==> config.mk <==
export PLATFORM = sky130hd
export DESIGN_NAME = apb_uart_regfile
export DESIGN_NICKNAME = d
export VERILOG_FILES = /design/src/rtl/apb_uart_regfile.sv
export SDC_FILE = /design/constraint.sdc
export NUM_CORES = 1
export LEC_CHECK = 0
export ABC_AREA = 0
export CAP_MARGIN = 20
export CORE_UTILIZATION = 56
export CTS_BUF_LIST = sky130_fd_sc_hd__clkbuf_8
export DETAILED_ROUTE_END_ITERATION = 16
export PLACE_DENSITY = 0.82
export SETUP_SLACK_MARGIN = 0.4
export SLEW_MARGIN = 20
export SYNTH_ARGS = -nofsm -noshare
export SYNTH_HDL_FRONTEND = slang
export SYNTH_SLANG_ARGS = --single-unit
==> constraint.sdc <==
create_clock -name PCLK -period 5.24 [get_ports PCLK]
set_input_delay 1.31 -clock PCLK [delete_from_list [all_inputs] [get_ports PCLK]]
set_output_delay 1.31 -clock PCLK [all_outputs]
set_load 0.01 [all_outputs]
==> src/rtl/apb_uart_regfile.sv <==
// apb_uart_regfile: APB register block for the UART. It holds the TX and RX FIFOs, the sticky
// overrun flags, the control and baud divisor registers, and the combined interrupt.
// Every APB access takes one wait state. An unmapped address returns PSLVERR.
//
// Ports:
//   PCLK, PRESETn         APB clock and asynchronous active-low reset
//   PSEL/PENABLE/PWRITE   APB control inputs
//   PADDR, PWDATA         byte address and write data
//   PRDATA, PREADY,       registered read data, completion and error outputs
//   PSLVERR
//   tx_data, tx_valid,    TX FIFO head, offered to the transmitter; popped on valid & ready
//   tx_ready
//   rx_data, rx_valid     character from the receiver, pushed on a one-cycle strobe
//   cd                    baud divisor
//   tx_en, rx_en          CTRL[0], CTRL[1]
//   irq                   combined interrupt
module apb_uart_regfile #(
  parameter int unsigned DATA_W     = 8,
  parameter int unsigned FIFO_DEPTH = 8,
  parameter int unsigned CD_W       = 13,
  parameter int unsigned CD_RESET   = 325
) (
  input  logic              PCLK,
  input  logic              PRESETn,
  input  logic              PSEL,
  input  logic              PENABLE,
  input  logic              PWRITE,
  input  logic [7:0]        PADDR,
  input  logic [31:0]       PWDATA,
  output logic [31:0]       PRDATA,
  output logic              PREADY,
  output logic              PSLVERR,
  output logic [DATA_W-1:0] tx_data,
  output logic              tx_valid,
  input  logic              tx_ready,
  input  logic [DATA_W-1:0] rx_data,
  input  logic              rx_valid,
  output logic [CD_W-1:0]   cd,
  output logic              tx_en,
  output logic              rx_en,
  output logic              irq
);
  localparam int unsigned PTR_W = $clog2(FIFO_DEPTH);
  localparam logic [PTR_W:0] PtrOne = (PTR_W+1)'(1);
  localparam logic [PTR_W:0] Depth  = (PTR_W+1)'(FIFO_DEPTH);

  typedef enum logic [1:0] {StIdle, StWait, StDone} state_e;

  state_e            r_state;
  logic [31:0]       r_prdata;
  logic              r_pready;
  logic              r_pslverr;
  logic [PTR_W:0]    r_tx_wp, r_tx_rp, r_rx_wp, r_rx_rp;
  logic [DATA_W-1:0] r_tx_mem [FIFO_DEPTH];
  logic [DATA_W-1:0] r_rx_mem [FIFO_DEPTH];
  logic [5:0]        r_ctrl;
  logic              r_tx_ovr, r_rx_ovr;
  logic [CD_W-1:0]   r_cd;

  logic [PTR_W:0] w_tx_count, w_rx_count;
  logic w_tx_full, w_tx_empty, w_rx_full, w_rx_empty;
  logic w_commit, w_sel_data, w_sel_status, w_sel_ctrl, w_sel_level, w_sel_baud, w_mapped;
  logic w_tx_wr, w_tx_push, w_tx_pop, w_tx_ovf;
  logic w_rx_rd, w_rx_pop, w_rx_in, w_rx_push, w_rx_ovf;
  logic w_st_wr, w_ctrl_wr, w_baud_wr, w_baud_zero, w_err;
  logic [DATA_W-1:0] w_rx_head;
  logic [31:0] w_rdata;
  logic w_unused_pwdata;

  assign w_unused_pwdata = ^PWDATA;

  // Pointers carry one extra bit so full and empty are told apart by the difference.
  assign w_tx_count = r_tx_wp - r_tx_rp;
  assign w_rx_count = r_rx_wp - r_rx_rp;
  assign w_tx_full  = (w_tx_count == Depth);
  assign w_rx_full  = (w_rx_count == Depth);
  assign w_tx_empty = (w_tx_count == '0);
  assign w_rx_empty = (w_rx_count == '0);

  assign w_sel_data   = (PADDR == 8'h00);
  assign w_sel_status = (PADDR == 8'h04);
  assign w_sel_ctrl   = (PADDR == 8'h08);
  assign w_sel_level  = (PADDR == 8'h0C);
  assign w_sel_baud   = (PADDR == 8'h10);
  assign w_mapped     = w_sel_data | w_sel_status | w_sel_ctrl | w_sel_level | w_sel_baud;

  // All register and FIFO side effects commit on the single WAIT cycle of a transfer.
  assign w_commit  = (r_state == StWait);
  assign w_tx_wr   = w_commit & PWRITE & w_sel_data;
  // A push into a full TX FIFO overflows even if the transmitter pops in the same cycle.
  assign w_tx_push = w_tx_wr & ~w_tx_full;
  assign w_tx_ovf  = w_tx_wr & w_tx_full;
  assign w_tx_pop  = tx_valid & tx_ready;

  assign w_rx_rd   = w_commit & ~PWRITE & w_sel_data;
  assign w_rx_pop  = w_rx_rd & ~w_rx_empty;
  assign w_rx_in   = rx_valid & r_ctrl[1];
  // A concurrent APB pop frees the slot, so a push into a full RX FIFO then succeeds.
  assign w_rx_push = w_rx_in & (~w_rx_full | w_rx_pop);
  assign w_rx_ovf  = w_rx_in & w_rx_full & ~w_rx_pop;

  assign w_st_wr     = w_commit & PWRITE & w_sel_status;
  assign w_ctrl_wr   = w_commit & PWRITE & w_sel_ctrl;
  assign w_baud_wr   = w_commit & PWRITE & w_sel_baud;
  assign w_baud_zero = (PWDATA[CD_W-1:0] == '0);
  assign w_err       = ~w_mapped | (PWRITE & w_sel_data & w_tx_full) |
                       (PWRITE & w_sel_baud & w_baud_zero);

  assign w_rx_head = r_rx_mem[r_rx_rp[PTR_W-1:0]];

  always_comb begin
    w_rdata = '0;
    case (PADDR)
      8'h00:   w_rdata = w_rx_empty ? '0 : {{(32-DATA_W){1'b0}}, w_rx_head};
      8'h04:   w_rdata = {26'b0, w_rx_empty, w_tx_empty, r_rx_ovr, r_tx_ovr, w_rx_full, w_tx_full};
      8'h08:   w_rdata = {26'b0, r_ctrl};
      8'h0C:   w_rdata = {16'b0, 8'(w_rx_count), 8'(w_tx_count)};
      8'h10:   w_rdata = {{(32-CD_W){1'b0}}, r_cd};
      default: w_rdata = '0;
    endcase
  end

  // Access FSM with registered APB outputs.
  always_ff @(posedge PCLK or negedge PRESETn) begin
    if (!PRESETn) begin
      r_state   <= StIdle;
      r_pready  <= 1'b0;
      r_pslverr <= 1'b0;
      r_prdata  <= '0;
    end else begin
      unique case (r_state)
        StIdle: begin
          r_pready  <= 1'b0;
          r_pslverr <= 1'b0;
          if (PSEL && PENABLE && !r_pready) r_state <= StWait;
        end
        StWait: begin
          r_pready  <= 1'b1;
          r_pslverr <= w_err;
          r_prdata  <= PWRITE ? '0 : w_rdata;
          r_state   <= StDone;
        end
        StDone: begin
          r_pready  <= 1'b0;
          r_pslverr <= 1'b0;
          r_state   <= StIdle;
        end
        default: r_state <= StIdle;
      endcase
    end
  end

  always_ff @(posedge PCLK or negedge PRESETn) begin
    if (!PRESETn) begin
      r_tx_wp  <= '0;
      r_tx_rp  <= '0;
      r_rx_wp  <= '0;
      r_rx_rp  <= '0;
      r_ctrl   <= '0;
      r_tx_ovr <= 1'b0;
      r_rx_ovr <= 1'b0;
      r_cd     <= CD_W'(CD_RESET);
    end else begin
      if (w_tx_push) r_tx_wp <= r_tx_wp + PtrOne;
      if (w_tx_pop)  r_tx_rp <= r_tx_rp + PtrOne;
      if (w_rx_push) r_rx_wp <= r_rx_wp + PtrOne;
      if (w_rx_pop)  r_rx_rp <= r_rx_rp + PtrOne;
      if (w_ctrl_wr) r_ctrl <= PWDATA[5:0];
      if (w_baud_wr && !w_baud_zero) r_cd <= PWDATA[CD_W-1:0];
      // A new overrun beats a simultaneous write-1-to-clear.
      if (w_tx_ovf)                   r_tx_ovr <= 1'b1;
      else if (w_st_wr && PWDATA[2])  r_tx_ovr <= 1'b0;
      if (w_rx_ovf)                   r_rx_ovr <= 1'b1;
      else if (w_st_wr && PWDATA[3])  r_rx_ovr <= 1'b0;
    end
  end

  // Storage needs no reset; the pointers define which entries are valid.
  always_ff @(posedge PCLK) begin
    if (w_tx_push) r_tx_mem[r_tx_wp[PTR_W-1:0]] <= PWDATA[DATA_W-1:0];
    if (w_rx_push) r_rx_mem[r_rx_wp[PTR_W-1:0]] <= rx_data;
  end

  assign PRDATA   = r_prdata;
  assign PREADY   = r_pready;
  assign PSLVERR  = r_pslverr;
  assign tx_data  = r_tx_mem[r_tx_rp[PTR_W-1:0]];
  assign tx_en    = r_ctrl[0];
  assign rx_en    = r_ctrl[1];
  assign tx_valid = r_ctrl[0] & ~w_tx_empty;
  assign cd       = r_cd;
  assign irq      = (r_ctrl[3] & ~w_rx_empty) | (r_ctrl[2] & w_tx_empty) |
                    (r_ctrl[4] & r_tx_ovr) | (r_ctrl[5] & r_rx_ovr);

endmodule

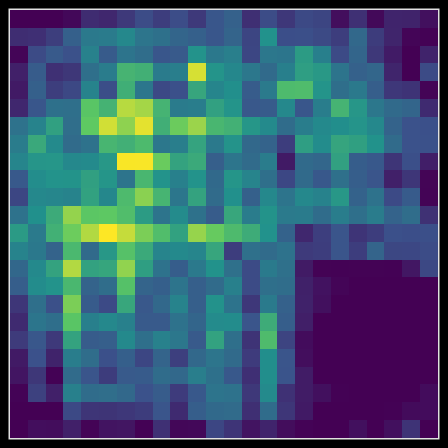
Fig. 1. Wiring heat map.
24 x 24 tiles, from dark purple (low) to yellow (high), scaled to the fullest tile. Values are wire area over tile area, all layers added.
The emptiest ninth of the die: lower right. The mean over all tiles is 0.19. The densest ninth of the die: middle left. The fullest tile reaches 0.58. 20% of the tiles are over half the peak.
Routed WL per cell: 21.41 um
vias: 4818
GRT Total Usage: 0.2492

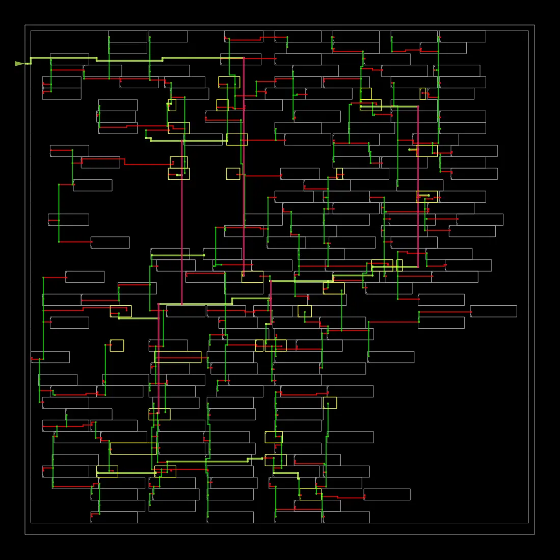
Fig. 2. Clock routing.
Clock buffer cells: 17
Seq cells: 182
Clock Power: 937 uW
clock buffer count from CTS: 17

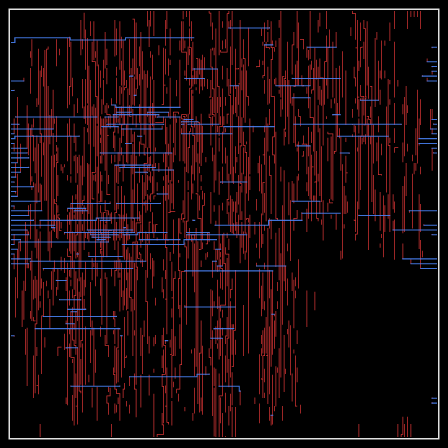
Fig. 3. Signal wires by layer.
Only two layers are drawn.
Key: metal 3 = blue [wire length 1120 um]; metal 2 = red [wire length 8490 um]

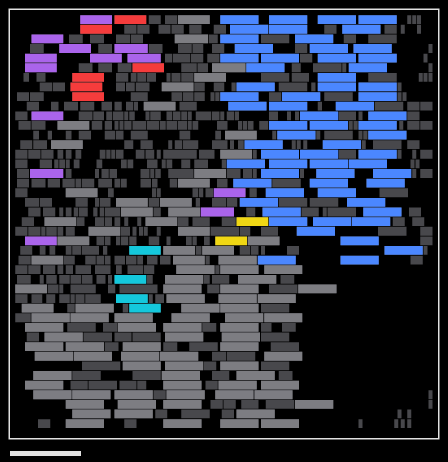
Fig. 4. Sequential cells grouped by signal name.
The bar under the picture is 20 um long.
Key: r_ctrl = red [flops 6, where upper left]; r_state = yellow [flops 2]; cd = purple [flops 13]; r_rx_rp = cyan [flops 4]; r_tx_mem = blue [flops 64]
Another 93 sequential cells are not coloured.
final core occ: 0.6664
Seq/total area: 0.5646
power in sequential cells: 1.57 mW
Flop area: 5202 um^2

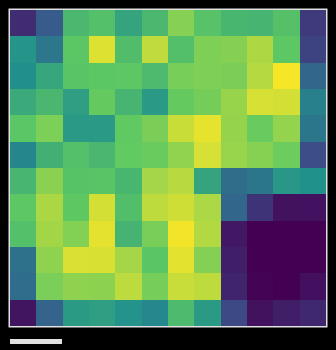
Fig. 5. Local utilization.
The bar under the picture is 20 um long. 12 x 12 tiles, from dark purple (low) to yellow (high), 0 to 100% covered.
The emptiest ninth of the die: lower right. 5.6% of the tiles are nearly empty. The mean over all tiles is 61%.
core area: 13830 um^2
fp_density: 0.5740

==> Changelog: implementation <==
### Metrics

* Setup TNS Final at 0 ns
* Yosys stat area at 7936 um^2
* Status: completed
* Dpl cell area at between 8000 and 9000 um^2
* Ys flop type: edfxtp_1
* Dominant combinational family: multiplexers
* Die width at around 120 um
* Clock network power share at 0.345
* Power Dens Cells at around 290 nW/um^2
* Invs w/o clock at 13
* Die Size at about 15000 um^2
* Asr flop ratio synth at 0.2967
* Initial antenna violation count at 0
* Filler cell count at 944
* Logic gate share of total power at 0.075
* Least-Margin Pin Slew at 0.8633 ns
* Clk buf depth at 2
* Post-synth top cells: 128 x edfxtp_1, 54 x nand2_1, 50 x dfrtp_1, 32 x mux4_2, 30 x mux2_2
* RSZ-0062 raised after global routing: false
* Vias in the first global route at just under 5000
* # diodes at 0
* Total power at roughly 2.7 mW
* Clock period minus worst slack at 4.581 ns
* Ao+oa area frac at 0.05486
* Final wirelength at ~17000 um
* Synth Seq Share at 0.6552
* Worst endpoint data arrival time at approximately 3.3 ns
* I/O pin count at ~110
* Xor+xnor area frac at 0.01766
* Clk sinks at 182
* Yosys reg bits at around 180
* Internal at 2.079 mW
* Cell row count at between 40 and 50
* Setup Fix Bufs, Post-CTS at 0
* Layout non-clock buf frac at 0.08908
* Cells after DPL at 759
* Top cell area share at 0.4843
* Tool warning count at between 40 and 50
* Worst-path clk slew at ~0.090 ns
* DRT Pass-1 Iters at 5
* Area grow syn2layout at 16.10%
* Worst setup endpoint: irq
* Leading cell category by total area: sequential cells
* Clock latency on the worst-skew pair at around 0.46 ns
* Cell count after synthesis at just over 500
* Cts repair resizes at 2
* Largest power group: sequential cells
* RR Startpoint: r_rx_rp[0]
* Period utilisation layout at 0.8742
* Yosys warns at 0
* Cts hold-fix bufs at 0
* Most common cell in the netlist: edfxtp_1
* Type of the worst setup path: reg -> out
* Die H at about 120 um
* Post-DP HPWL at between 10000 and 15000 um
* Mean Syn Cell Area at between 15 and 20 um^2
* WHS at roughly 0.47 ns
* Flop2flop setup slack at about 1.8 ns
* Lkg Pwr at roughly 3.4 nW
* Mux share at 0.1334
* Hold wc startpoint: PREADY
* Sw power at roughly 640 uW
* FMAX at 0.2183 GHz
* R2R depth at 7
* Number of flops mapped to enable cells by yosys at approximately 130
* Port bufs at roughly 75
* Fraction of area in multi-input gates at 0.2743
* Hold WC Path Type: reg -> reg
* Critical path endpoint category: output pin
* # Cells Yosys at around 520
* Mi-comb count at 299
* CP max FO at 11
* Mapped Area at about 7900 um^2
* Final setup violation count at 0
* Hold Path Depth at 1
* Combinational Power at ~200 uW
* CP Launch Point: r_tx_rp[2]
* Fin area at approximately 9000 um^2
* Dpl ws at approximately 0.77 ns
* Setup WS post-layout at 0.6592 ns
* Clk tree area frac at 0.04210
* Final #Nets at 665
* Grt total ovfl at 0
* Top area cell types: edfxtp_1 48%, dfrtp_1 16%, mux4_2 9.1%
* Startpoint types: flop
* TritonCTS clock tree: built
## layout by cell type (no fill, tap or decap), types with 10 or more instances in the layout
cell type	n
clkdlybuf4s50_1	74
nand3_1	11
mux4_2	32
clkbuf_8	17
nor3_1	10
nor2_1	16
buf_4	10
nand2_1	54
a21oi_1	13
inv_1	13
ha_1	10
edfxtp_1	128
dfrtp_1	48
o21ai_0	10
mux2_2	30
conb_1	19
## routing by layer
layer  track usage  routed length (um)
met1        0.3391                7014
met2        0.4025                8492
met3       0.04511                1118
met4       0.09645                 312
met5             0                   0
## worst max-delay path: stages, from the launching register on
cell	delay, ns
dfrtp_2	0.52
clkinv_2	0.20
ha_1	0.38
a21oi_1	0.19
a21o_1	0.23
and2_1	0.33
nor2_1	0.11
a221o_1	0.36
clkdlybuf4s50_1	0.48
No activity file was given, so power comes from the tool's default toggle rates.
